File: src/rtl/regfile_wport_arb.sv
// Register-file write-port arbiter: a 2-entry FIFO for pipeline writeback (A)
// shares the port with a valid/ready multi-cycle unit (B). Define REGFILE_ARB_FWD_EN to add forwarding lookup ports.
module regfile_wport_arb #(
    parameter int WIDTH      = 32,
    parameter int R_WIDTH    = 5,
    parameter int STARVE_MAX = 4
) (
    input  logic               clk_i,
    input  logic               rst_n_i,
    input  logic               a_valid_i,
    input  logic [R_WIDTH-1:0] a_addr_i,
    input  logic [WIDTH-1:0]   a_data_i,
    output logic               a_full_o,
    input  logic               b_valid_i,
    input  logic [R_WIDTH-1:0] b_addr_i,
    input  logic [WIDTH-1:0]   b_data_i,
    output logic               b_ready_o,
    output logic               wr_en_o,
    output logic [R_WIDTH-1:0] wr_addr_o,
    output logic [WIDTH-1:0]   wr_data_o,
`ifdef REGFILE_ARB_FWD_EN
    input  logic [R_WIDTH-1:0] fwd_addr_i,
    output logic               fwd_hit_o,
    output logic [WIDTH-1:0]   fwd_data_o,
`endif
    output logic               ovf_o
);

    localparam logic [3:0] STARVE_LIM = 4'(STARVE_MAX);

    logic [R_WIDTH-1:0] fifo_addr_q [2];
    logic [WIDTH-1:0]   fifo_data_q [2];
    logic               wptr_q;
    logic               rptr_q;
    logic [1:0]         count_q;
    logic [1:0]         count_d;
    logic [3:0]         starve_q;
    logic [3:0]         starve_d;
    logic               ovf_q;
    logic               wr_en_q;
    logic               wr_en_d;
    logic [R_WIDTH-1:0] wr_addr_q;
    logic [R_WIDTH-1:0] wr_addr_d;
    logic [WIDTH-1:0]   wr_data_q;
    logic [WIDTH-1:0]   wr_data_d;

    logic a_push_req;
    logic b_req;
    logic b_zero;
    logic fifo_empty;
    logic fifo_full;
    logic grant_a;
    logic grant_b;
    logic push_ok;

    assign a_push_req = a_valid_i && (a_addr_i != '0);
    assign b_req      = b_valid_i && (b_addr_i != '0);
    assign b_zero     = b_valid_i && (b_addr_i == '0);
    assign fifo_empty = (count_q == 2'd0);
    assign fifo_full  = (count_q == 2'd2);

    // B wins only on an idle FIFO or once it has waited STARVE_MAX cycles.
    assign grant_b = b_req && (fifo_empty || (starve_q == STARVE_LIM));
    assign grant_a = !fifo_empty && !grant_b;
    assign push_ok = a_push_req && (!fifo_full || grant_a);

    assign b_ready_o = grant_b || b_zero;
    assign a_full_o  = fifo_full;
    assign ovf_o     = ovf_q;
    assign wr_en_o   = wr_en_q;
    assign wr_addr_o = wr_addr_q;
    assign wr_data_o = wr_data_q;

    always_comb begin
        count_d = count_q;
        case ({push_ok, grant_a})
            2'b10:   count_d = count_q + 2'd1;
            2'b01:   count_d = count_q - 2'd1;
            default: count_d = count_q;
        endcase
    end

    always_comb begin
        starve_d = 4'd0;
        if (b_req && !grant_b) begin
            starve_d = (starve_q == STARVE_LIM) ? starve_q : starve_q + 4'd1;
        end
    end

    always_comb begin
        wr_en_d   = grant_a || grant_b;
        wr_addr_d = wr_addr_q;
        wr_data_d = wr_data_q;
        if (grant_b) begin
            wr_addr_d = b_addr_i;
            wr_data_d = b_data_i;
        end else if (grant_a) begin
            wr_addr_d = fifo_addr_q[rptr_q];
            wr_data_d = fifo_data_q[rptr_q];
        end
    end

    always_ff @(posedge clk_i or negedge rst_n_i) begin
        if (!rst_n_i) begin
            fifo_addr_q[0] <= '0;
            fifo_addr_q[1] <= '0;
            fifo_data_q[0] <= '0;
            fifo_data_q[1] <= '0;
        end else if (push_ok) begin
            fifo_addr_q[wptr_q] <= a_addr_i;
            fifo_data_q[wptr_q] <= a_data_i;
        end
    end

    always_ff @(posedge clk_i or negedge rst_n_i) begin
        if (!rst_n_i) begin
            wptr_q    <= 1'b0;
            rptr_q    <= 1'b0;
            count_q   <= 2'd0;
            starve_q  <= 4'd0;
            ovf_q     <= 1'b0;
            wr_en_q   <= 1'b0;
            wr_addr_q <= '0;
            wr_data_q <= '0;
        end else begin
            if (push_ok) begin
                wptr_q <= ~wptr_q;
            end
            if (grant_a) begin
                rptr_q <= ~rptr_q;
            end
            if (a_push_req && !push_ok) begin
                ovf_q <= 1'b1;
            end
            count_q   <= count_d;
            starve_q  <= starve_d;
            wr_en_q   <= wr_en_d;
            wr_addr_q <= wr_addr_d;
            wr_data_q <= wr_data_d;
        end
    end

`ifdef REGFILE_ARB_FWD_EN
    logic newest;

    assign newest = ~wptr_q;

    // Youngest match wins: newest FIFO slot, then older slot, then output register.
    always_comb begin
        fwd_hit_o  = 1'b0;
        fwd_data_o = '0;
        if (fwd_addr_i != '0) begin
            if (!fifo_empty && (fifo_addr_q[newest] == fwd_addr_i)) begin
                fwd_hit_o  = 1'b1;
                fwd_data_o = fifo_data_q[newest];
            end else if (fifo_full && (fifo_addr_q[rptr_q] == fwd_addr_i)) begin
                fwd_hit_o  = 1'b1;
                fwd_data_o = fifo_data_q[rptr_q];
            end else if (wr_en_q && (wr_addr_q == fwd_addr_i)) begin
                fwd_hit_o  = 1'b1;
                fwd_data_o = wr_data_q;
            end
        end
    end
`endif

endmodule

File: config.mk
export PLATFORM = sky130hd
export DESIGN_NAME = regfile_wport_arb
export DESIGN_NICKNAME = d
export VERILOG_FILES = /design/src/rtl/regfile_wport_arb.sv
export SDC_FILE = /design/constraint.sdc
export NUM_CORES = 1
export LEC_CHECK = 0
export CAP_MARGIN = 30
export CORE_MARGIN = 2
export CORE_UTILIZATION = 50
export DETAILED_ROUTE_END_ITERATION = 16
export GPL_TIMING_DRIVEN = 0
export MAX_ROUTING_LAYER = met4
export PLACE_DENSITY_LB_ADDON = 0.2
export SLEW_MARGIN = 20
export SYNTH_ARGS = -nofsm -noshare
export SYNTH_HDL_FRONTEND = slang
export SYNTH_SLANG_ARGS = --single-unit
File: constraint.sdc
create_clock -name clk_i -period 2.4 [get_ports clk_i]
set_input_delay 0.48 -clock clk_i [delete_from_list [all_inputs] [get_ports clk_i]]
set_output_delay 0.48 -clock clk_i [all_outputs]
set_load 0.02 [all_outputs]
Fig. 1: the metal 1 layer
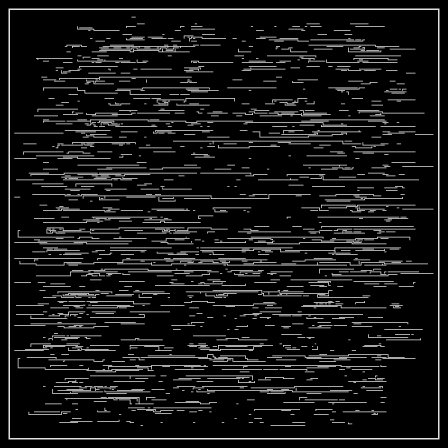
565 nets have wire on it. The longest straight run is 43.2 um. The wires run mostly horizontal. The layer holds 44% of the routed length. The layer carries 5710 um of wire.
vias: 3807
met1 GRT Util: 29.7%
final wirelength: 13000 um

Fig. 2: the metal 2 layer
The bar under the picture is 20 um long.
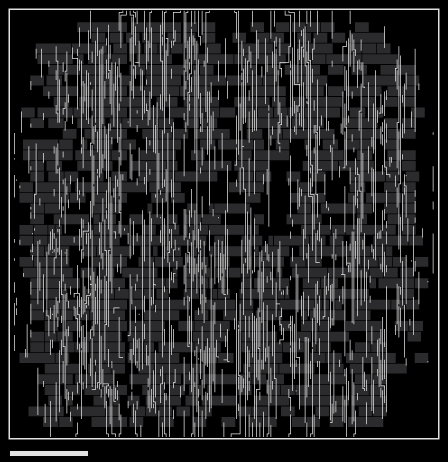
588 nets have wire on it. The longest straight run is 52.7 um. The layer carries 6580 um of wire. The wires run mostly vertical. The layer holds 51% of the routed length.
grt met2 use: 39.6%

## cell type report
cell class | count | area (sq um)
buffer | 25 | 164
clock buffer | 20 | 455
clock inverter | 12 | 148
fill | 775 | 3140
inverter | 7 | 26.3
multi-input combinational | 237 | 2330
sequential | 121 | 3030
tap | 140 | 175
timing repair buffer | 134 | 1330
## power breakdown
group | switching (mW) | internal, mW | total, mW | leakage [nW]
Clock | 0.893 | 1.65 | 2.55 | 0.285
Sequential | 0.530 | 3.10 | 3.63 | 1.43
Combinational | 2.27 | 2.39 | 4.66 | 1.59
Total | 3.69 | 7.14 | 10.8 | 3.31
## timing repair
item,4_1_cts,5_1_grt
gates cloned,0,0
endpoints found under the hold margin,55,0
resized,21,3
hold buffers,1,0
endpoints found under the setup margin,64,48
pin swaps,2,3
buffers inserted,8,6
==> impl_metrics.json <==
{
  "leakagePower_nw": 3.31,
  "slowest_delay_ps": 500,
  "simple_gate_share_pct": 1.74,
  "grt_most_used_layer": "met2",
  "rr_startpoint": "starve_q[0]",
  "overflow": 0,
  "fin_crit_ps": 2360,
  "synth_stat.cells": 392,
  "outcome": "finished, final reports clean",
  "die.size.y_um": 109,
  "clock_path_buffers": 2,
  "max_cap_violations": 0,
  "top_area_cell": "dfrtp_1",
  "cp_max_fo": 3,
  "finalClockPeriodUsage_pct": 98.4,
  "syn_area_sq_um": 5520,
  "ys_sh_xor_pct": 1.11,
  "clk_pin_slew_ps": 50,
  "fin_skew_ps": 5.25,
  "crit_start": "b_addr_i[3]",
  "postLayoutCellArea_sq_um": 7660
}
Power is estimated from default activity; no workload was simulated.
